Run 1, metal 1:
Scale bar: 20 um. Supply wires on this layer in grey.
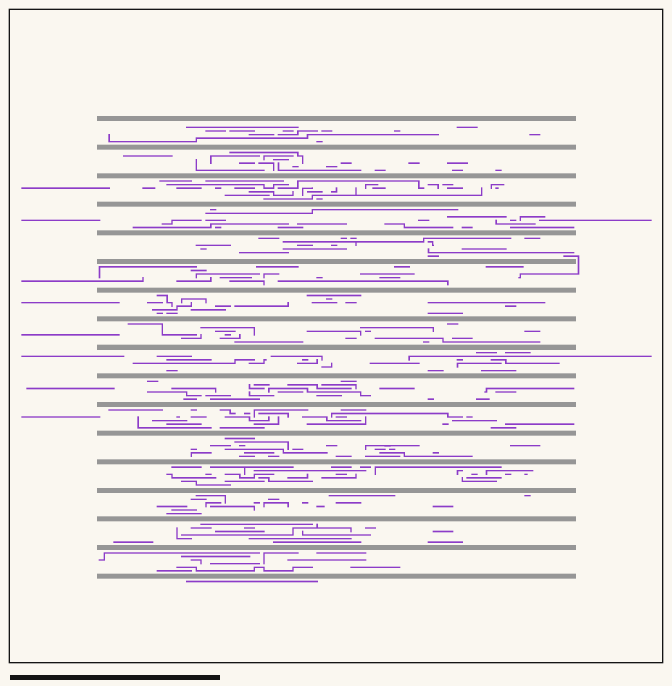
Run 1, met2 routing:
Cells faint in the background.
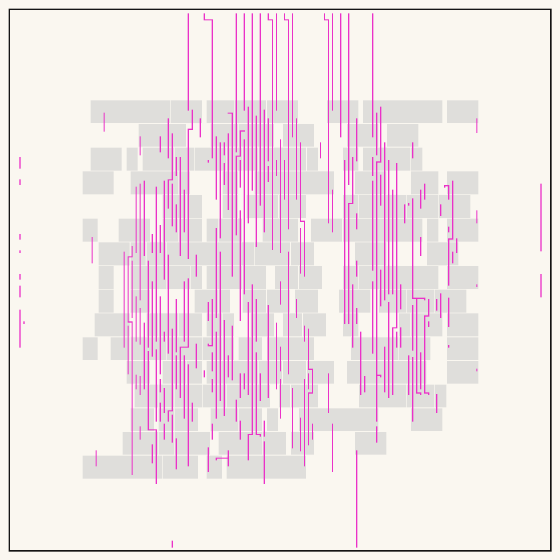
Run 1, met3 routing:
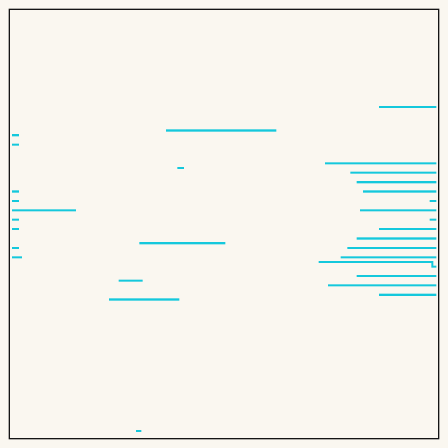
Run 1, cell classes on the final placement:
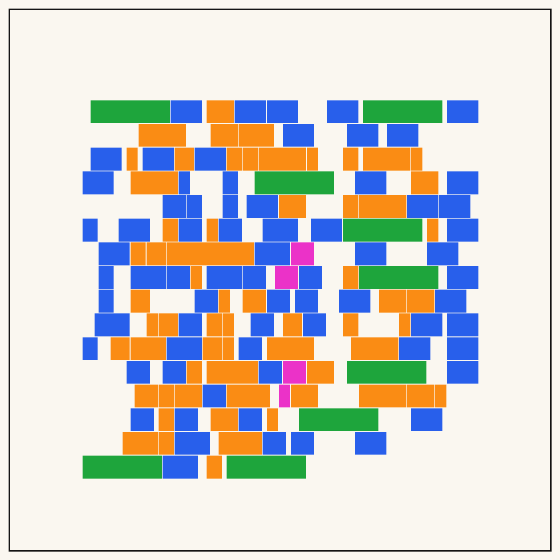
`src/rtl/cdb_arbiter_if.sv`:
```
// Completion handshake and common data bus bundle between the execute-stage
// functional units and the CDB arbiter.
interface cdb_arbiter_if #(
  parameter int N_REQ  = 4,
  parameter int PREG_W = 6
);
  logic [N_REQ-1:0]        fu_valid;
  logic [N_REQ*PREG_W-1:0] fu_tag;
  logic [N_REQ-1:0]        fu_ready;
  logic                    squash;
  logic                    cdb_en;
  logic [PREG_W-1:0]       cdb_tag;

  // master: the arbiter, which owns the bus; slave: the functional units
  modport master (
    input  fu_valid, fu_tag, squash,
    output fu_ready, cdb_en, cdb_tag
  );

  modport slave (
    output fu_valid, fu_tag, squash,
    input  fu_ready, cdb_en, cdb_tag
  );
endinterface

```
`src/rtl/cdb_arbiter.sv`:
```
// Round-robin arbiter granting one FU completion per cycle onto the registered CDB.
// Optional per-requester one-entry holding buffers: define CDB_HOLD_BUF_EN.
module cdb_arbiter #(
  parameter int N_REQ  = 4,
  parameter int PREG_W = 6
) (
  input  logic          clock,
  input  logic          reset,
  cdb_arbiter_if.master bus
);
  localparam int PTR_W = (N_REQ > 1) ? $clog2(N_REQ) : 1;

  logic [PTR_W-1:0]  rr_ptr_reg;
  logic [PTR_W-1:0]  rr_ptr_next;
  logic              cdb_en_reg;
  logic [PREG_W-1:0] cdb_tag_reg;

  logic [PREG_W-1:0] live_tag [N_REQ];
  logic [PREG_W-1:0] cand_tag [N_REQ];
  logic [N_REQ-1:0]  cand_valid;
  logic [N_REQ-1:0]  upper_mask;
  logic [N_REQ-1:0]  upper_req;
  logic [N_REQ-1:0]  pick_vec;
  logic [N_REQ-1:0]  grant;
  logic [N_REQ-1:0]  ready_raw;
  logic              any_grant;
  logic [PTR_W-1:0]  winner_idx;
  logic [PREG_W-1:0] winner_tag;

  genvar gi;
  generate
    for (gi = 0; gi < N_REQ; gi++) begin : g_req
      assign live_tag[gi]   = bus.fu_tag[gi*PREG_W +: PREG_W];
      assign upper_mask[gi] = (PTR_W'(gi) >= rr_ptr_reg);
    end
  endgenerate

`ifdef CDB_HOLD_BUF_EN
  logic [N_REQ-1:0]  buf_valid_reg;
  logic [PREG_W-1:0] buf_tag_reg [N_REQ];
  logic [N_REQ-1:0]  accept;
  logic [N_REQ-1:0]  buf_load;

  generate
    for (gi = 0; gi < N_REQ; gi++) begin : g_buf
      // A buffered entry is older than the live input, so it always wins.
      assign cand_valid[gi] = buf_valid_reg[gi] | bus.fu_valid[gi];
      assign cand_tag[gi]   = buf_valid_reg[gi] ? buf_tag_reg[gi] : live_tag[gi];
      assign ready_raw[gi]  = ~buf_valid_reg[gi] | grant[gi];
      assign accept[gi]     = bus.fu_valid[gi] & bus.fu_ready[gi];
      // Live tag goes straight to the CDB only when granted with an empty buffer.
      assign buf_load[gi]   = accept[gi] & (buf_valid_reg[gi] | ~grant[gi]);
    end
  endgenerate

  always_ff @(posedge clock or posedge reset) begin
    if (reset) begin
      buf_valid_reg <= '0;
      for (int i = 0; i < N_REQ; i++) begin
        buf_tag_reg[i] <= '0;
      end
    end else if (bus.squash) begin
      buf_valid_reg <= '0;
    end else begin
      for (int i = 0; i < N_REQ; i++) begin
        if (grant[i]) begin
          buf_valid_reg[i] <= buf_valid_reg[i] & accept[i];
        end else begin
          buf_valid_reg[i] <= buf_valid_reg[i] | accept[i];
        end
        if (buf_load[i]) begin
          buf_tag_reg[i] <= live_tag[i];
        end
      end
    end
  end
`else
  generate
    for (gi = 0; gi < N_REQ; gi++) begin : g_live
      assign cand_valid[gi] = bus.fu_valid[gi];
      assign cand_tag[gi]   = live_tag[gi];
      assign ready_raw[gi]  = grant[gi];
    end
  endgenerate
`endif

  // Circular search from rr_ptr: prefer requesters at or above the pointer,
  // otherwise wrap to the lowest-numbered candidate.
  assign upper_req = cand_valid & upper_mask;
  assign pick_vec  = (|upper_req) ? upper_req : cand_valid;
  assign grant     = bus.squash ? '0 : (pick_vec & (~pick_vec + N_REQ'(1)));
  assign any_grant = |grant;

  always_comb begin
    winner_idx = '0;
    winner_tag = '0;
    for (int i = 0; i < N_REQ; i++) begin
      if (grant[i]) begin
        winner_idx = winner_idx | PTR_W'(i);
        winner_tag = winner_tag | cand_tag[i];
      end
    end
  end

  always_comb begin
    rr_ptr_next = rr_ptr_reg;
    if (any_grant) begin
      if (winner_idx == PTR_W'(N_REQ - 1)) begin
        rr_ptr_next = '0;
      end else begin
        rr_ptr_next = winner_idx + PTR_W'(1);
      end
    end
  end

  always_ff @(posedge clock or posedge reset) begin
    if (reset) begin
      rr_ptr_reg  <= '0;
      cdb_en_reg  <= 1'b0;
      cdb_tag_reg <= '0;
    end else begin
      rr_ptr_reg  <= rr_ptr_next;
      cdb_en_reg  <= any_grant;
      cdb_tag_reg <= any_grant ? winner_tag : '0;
    end
  end

  assign bus.fu_ready = (reset | bus.squash) ? '0 : ready_raw;
  assign bus.cdb_en   = cdb_en_reg;
  assign bus.cdb_tag  = cdb_tag_reg;

endmodule

```
`src/flat_wrapper.sv`:
```
// flat-port wrapper written by rule: the top's interface ports become plain ports
module cdb_arbiter_flat 
#(
  parameter int N_REQ  = 4,
  parameter int PREG_W = 6
)
  (clock, reset, bus_fu_valid, bus_fu_tag, bus_squash, bus_fu_ready, bus_cdb_en, bus_cdb_tag);
  cdb_arbiter_if #(.N_REQ(N_REQ), .PREG_W(PREG_W)) bus_i ();
  input  logic clock;
  input  logic reset;
  input wire logic [$bits(bus_i.fu_valid)-1:0] bus_fu_valid;
  input wire logic [$bits(bus_i.fu_tag)-1:0] bus_fu_tag;
  input wire logic [$bits(bus_i.squash)-1:0] bus_squash;
  output wire logic [$bits(bus_i.fu_ready)-1:0] bus_fu_ready;
  output wire logic [$bits(bus_i.cdb_en)-1:0] bus_cdb_en;
  output wire logic [$bits(bus_i.cdb_tag)-1:0] bus_cdb_tag;
  assign bus_i.fu_valid = bus_fu_valid;
  assign bus_i.fu_tag = bus_fu_tag;
  assign bus_i.squash = bus_squash;
  assign bus_fu_ready = bus_i.fu_ready;
  assign bus_cdb_en = bus_i.cdb_en;
  assign bus_cdb_tag = bus_i.cdb_tag;
  cdb_arbiter #(.N_REQ(N_REQ), .PREG_W(PREG_W)) u_core (.clock(clock), .reset(reset), .bus(bus_i));
endmodule
```
`config.mk`:
```
export PLATFORM = sky130hd
export DESIGN_NAME = cdb_arbiter_flat
export DESIGN_NICKNAME = d
export VERILOG_FILES = /design/src/rtl/cdb_arbiter_if.sv /design/src/rtl/cdb_arbiter.sv /design/src/flat_wrapper.sv
export SDC_FILE = /design/constraint.sdc
export NUM_CORES = 1
export LEC_CHECK = 0
export CORE_MARGIN = 8
export CORE_UTILIZATION = 33
export DETAILED_ROUTE_END_ITERATION = 10
export PLACE_DENSITY_LB_ADDON = 0.1
export RECOVER_POWER = 100
export SLEW_MARGIN = 20
export SYNTH_ARGS = -nofsm -noshare
export SYNTH_HDL_FRONTEND = slang
export SYNTH_SLANG_ARGS = --single-unit
```
`constraint.sdc`:
```
create_clock -name clock -period 1.75 [get_ports clock]
set_input_delay 0.4375 -clock clock [delete_from_list [all_inputs] [get_ports clock]]
set_output_delay 0.4375 -clock clock [all_outputs]
set_load 0.005 [all_outputs]
```
==> run_results.csv, run 1 <==
group,metric,value,unit
outcome,status,"finished with violations",
outcome,failed_checks,"negative setup slack",
grt,grt_use_met2,25.4,%
grt,groute.layer.met1.usage,16.8,%
cts,cts_tree,"yes",
logic_synthesis,ys_ff,9,
logic_synthesis,synth_stat.cells,75,
setup_path,crit_chain,"o2bb2ai_2, a32o_2, nand4bb_4, nor2_2, buf_2",
detailed_routing,antenna_left,0,
cts,cts.repair.resized,40,
logic_synthesis,synthesis.nets,106,
detailed_routing,highest_layer,"met4",
grt,met3_usage,2.47,%
pwr,vdd_drop_max,0.614,mV
hold_path,min_to,"u_core.bus.cdb_tag[4]",
cts,clock_latency,0.26,ns
setup_path,critPathTopFamily,"flip-flops",
setup_path,cp-start-kind,"register",
cts,numCtsBuffers,3,
cts,cts_buffer_depth,2,
grt,grt_util_all_layers,14.9,%
detailed_routing,wl_per_cell,16.3,um
hold_path,hold_depth,3,
setup_path,required,1.31,ns
flow_run,maxCapViolCount,0,
setup_path,r2r_end,"u_core.bus.cdb_tag[5]",
logic_synthesis,ys_seq_share,32.3,%
logic_synthesis,synth-edff-count,0,
logic_synthesis,synth_area,698,um^2
cts,cts.htree.levels,1,
timing,rsz0062_at_grt,"yes",
placed_design,place_area,1280,um^2
timing,whs,0.753,ns
logic_synthesis,common_cells,"10 x inv_1, 9 x dfrtp_1, 9 x o21ai_0",
pwr,p_leak,0.000633,uW
timing,period_minus_slack,1.95,ns
floorplan,die_y,62.0,um
cells_and_area,lay_top_cells,"25 x clkdlybuf4s50_1, 22 x buf_4, 10 x inv_1",
logic_synthesis,fa_ha_area_share,0,%
cells_and_area,areaGrowthSynthToFinish,102,%
placed_design,port_buffers,41,
logic_synthesis,ys_sh_aoi,42.3,%
grt,grt_overflow,0,
cells_and_area,layout_top_cell,"clkdlybuf4s50_1",
detailed_routing,wl_met1,1.15,mm
detailed_routing,viasPerCell,5.08,
timing,maxSlewViolCount,0,
detailed_routing,wl_met3,223,um
timing,worstMarginPinSlew,0.403,ns
logic_synthesis,mux_share,1.61,%
logic_synthesis,yosys.area.top_type,"dfrtp_1",
detailed_routing,drt-initial-drc-count,29,
cells_and_area,num_antenna_cells,0,
cts,postCtsHoldBufs,0,
logic_synthesis,ys_types,29,
placed_design,dpl.hpwl,2.05,mm
cts,clock_sinks,9,
detailed_routing,drc_errors,0,
setup_path,worstSetupPathType,"register to primary output",
timing,setup_slack,-0.196,ns
setup_path,reg2reg_from,"u_core.rr_ptr_reg[1]",
setup_path,r2r_slack,0.07,ns
timing,finalSetupViolations,4,
-- 'metal 1' (at the start) --
share of all routed wire = 41%
nets with wire on the layer = 156
wire length on this layer = 1150 um
longest straight run = 23.0 um

-- 'met2 routing' (at the start) --
longest straight run = 29.8 um
main direction = vertical
wire length on this layer = 1400 um

-- 'met3 routing' (at the start) --
share of all routed wire = 7.9%
main direction = horizontal
wire length on this layer = 224 um

-- 'cell classes on the final placement' (at the start) --
remaining logic cells -> orange  # cells 62, share of their area 36%
remaining buffers and delay cells -> blue  # cells 71, share of their area 45%
registers -> green  # cells 9, share of their area 16%
clock drivers and dummy loads -> magenta  # cells 4, share of their area 1.9%

[run 1: area by class of cell]
cell class,instances,area (um^2)
inverters,10,37.5
well taps,27,33.8
clock buffers,4,26.3
fillers,145,573
repair buffers,71,624
flip-flops and latches,9,225
multi-input cells,52,462
[run 1: per-stage QoR]
| stage | std cells | power, uW | setup TNS (ns) | utilization [%] |
|---|---|---|---|---|
| after floorplan | 75 | 492 | 0 | - |
| final | 173 | 1010 | -0.633 | 71.1 |
| after CTS | 173 | 996 | -0.593 | 69.8 |
| after global routing | 173 | 1060 | -0.803 | 71.1 |
| after detailed placement | 161 | 746 | -5.36 | 64.5 |
| after global placement | 161 | 738 | -5.30 | 64.5 |
[run 1: power breakdown]
group          internal [uW]  switching, uW
registers                247           22.6
logic                    341            227
clock network           87.9           82.5
total                    676            332
Run 1, congestion heat map:
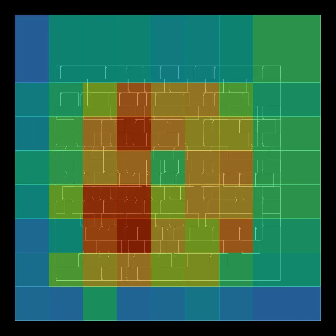

## Run 2: what changed since run 1
CORE_MARGIN = 1   (was 8)
GPL_ROUTABILITY_DRIVEN = 0   (was default)
HOLD_SLACK_MARGIN = 0.02   (was default)
Run 2, congestion heat map:
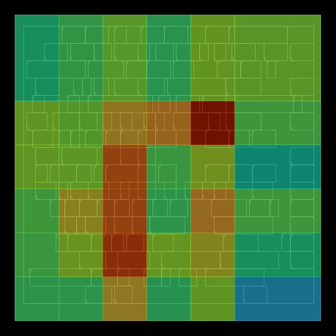
all-layer global routing usage: 21.2%
GR Util met2: 34.9%
met3 usage: 5.28%
global-route met1 utilization: 28.0%

Run 2, metal 1:
Scale bar: 10 um. Supply wires on this layer in grey.
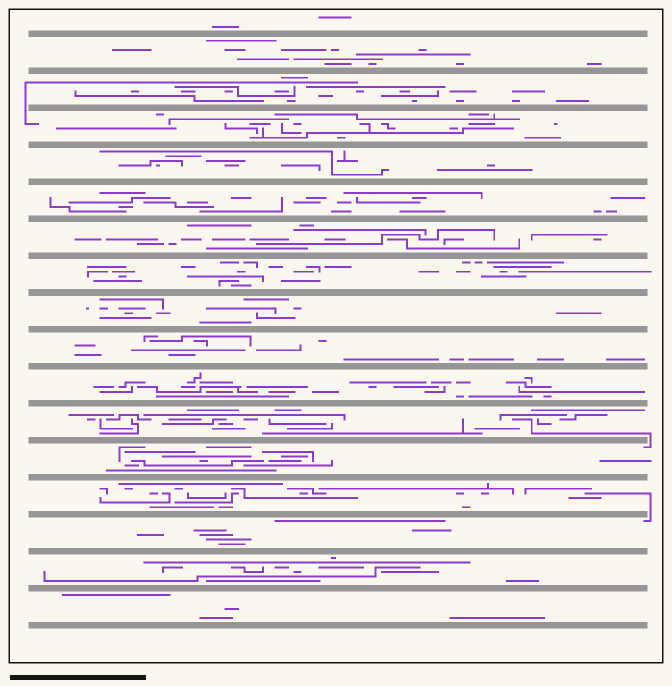
longest straight run = 24.4 um
share of all routed wire = 42%

==> run 2 against run 1 <==
The run still ends with negative setup slack left. First-iteration DRC count shrank 69%. Total power is 5.6% lower. Sequential share of layout area grew 0.88 points. Synthesized area did not move. Synthesized cell count did not move. Sequential power grew 2%. Critical path type unchanged. Critical endpoint unchanged. Largest cell class unchanged.
==> run_results.csv, run 2 <==
group,metric,value,unit
timing,finalCritPeriodShare,112,%
placed_design,place_area,1260,um^2
logic_synthesis,ys_sh_aoi,42.3,%
pwr,p_leak,0.000606,uW
floorplan,core-area,1980,um^2
cts,cts_tree,"yes",
logic_synthesis,common_cells,"10 x inv_1, 9 x dfrtp_1, 9 x o21ai_0",
pwr,power_density,708,nW/um^2
grt,grt_pass1_wl,3.31,mm
cts,cts.htree.levels,1,
cells_and_area,lay_top_cells,"26 x clkdlybuf4s50_1, 17 x buf_4, 10 x inv_1",
timing,maxSlewViolCount,0,
setup_path,endpoint_kind,"primary output",
cts,root_buffer,"clkbuf_4",
cts,cts_buffer_depth,2,
cts,clock_latency,0.26,ns
pwr,comb_cell_power,504,uW
cells_and_area,stdcell_count,166,
detailed_routing,drc_errors,0,
timing,tns,-0.631,ns
cells_and_area,layout_top_cell,"clkdlybuf4s50_1",
setup_path,r2r_slack,0.10,ns
floorplan,die_y,48.0,um
logic_synthesis,mux_share,1.61,%
flow_run,warnings,28,
grt,grt_overflow,0,
cts,postCtsHoldBufs,0,
placed_design,dp_cells,159,
pwr,switching_share,32.5,%
timing,setup_slack,-0.217,ns
outcome,status,"finished with violations",
timing,rsz0062_at_grt,"yes",
logic_synthesis,yosys.area.top_type,"dfrtp_1",
logic_synthesis,top_cell,"inv_1",
cells_and_area,fillers,167,
cts,clock_sinks,9,
timing,finalSetupViolations,4,
logic_synthesis,synth_stat.cells,75,
setup_path,worstSetupPathType,"register to primary output",
logic_synthesis,fa_ha_area_share,0,%
timing,whs,0.553,ns
detailed_routing,drt-initial-drc-count,9,
detailed_routing,wl_per_cell,13.6,um
pwr,power,951,uW
pwr,clkPwrFrac,18.2,%
outcome,failed_checks,"negative setup slack",
detailed_routing,antenna_left,0,
pwr,p_comb_share,53.0,%
setup_path,required,1.31,ns
logic_synthesis,synth-edff-count,0,
pwr,intPower,642,uW
cells_and_area,areaGrowthSynthToFinish,92.3,%
pwr,p_switching,309,uW
logic_synthesis,synthesis.nets,106,
logic_synthesis,ys.flop_type,"dfrtp_1",
pwr,powerClk,173,uW
logic_synthesis,synth_area,698,um^2
cells_and_area,drive_above_1_share,36.0,%
setup_path,cp-start-kind,"register",
pwr,largestPowerGroup,"combinational logic",
timing,period_minus_slack,1.97,ns
setup_path,reg2reg_from,"u_core.rr_ptr_reg[1]",
detailed_routing,viasPerCell,5.15,
pwr,seq_power,274,uW
flow_run,maxCapViolCount,0,
logic_synthesis,ys_seq_share,32.3,%
cts,numCtsBuffers,3,
setup_path,crit_chain,"o2bb2ai_2, a32o_2, nand4bb_4, nor2_2, buf_2",
logic_synthesis,top_logic_kind,"AND-OR/OR-AND gates",
cells_and_area,num_antenna_cells,0,
logic_synthesis,ys_types,29,
placed_design,dpl.hpwl,1.73,mm
setup_path,r2r_end,"u_core.bus.cdb_tag[5]",
cells_and_area,utilization,67.7,%
pwr,seqPwrFrac,28.8,%
logic_synthesis,ys_ff,9,
pwr,vdd_drop_max,0.445,mV
timing,worstMarginPinSlew,0.388,ns
detailed_routing,vias,855,
setup_path,critPathTopFamily,"flip-flops",
placed_design,port_buffers,41,
[run 2: area by class of cell]
cell class,count,area [um^2],share of cell area (%)
Inverter,10,37.5,2.80
Multi-Input combinational cell,52,448,33.4
Sequential cell,9,226,16.9
Timing Repair Buffer,64,571,42.5
Clock buffer,4,26.3,1.96
Tap cell,27,33.8,2.52
[run 2: layer usage]
layer / share of wire [%] / routed length [um] / global-route usage, %
met5: 0 / 0 / 0
met4: 0.71 / 16 / 5.00
met3: 6.2 / 141 / 5.28
met2: 51 / 1150 / 34.9
met1: 42 / 957 / 28.0
[run 2: repair_timing]
item / CTS / global route
resized: 32 / 6
setup endpoints to repair: 11 / 5
pin swaps: 8 / 2
gates cloned: 0 / 0
buffers inserted: 3 / 0
Power figures rest on the tool's default switching activity, not on a simulated workload.
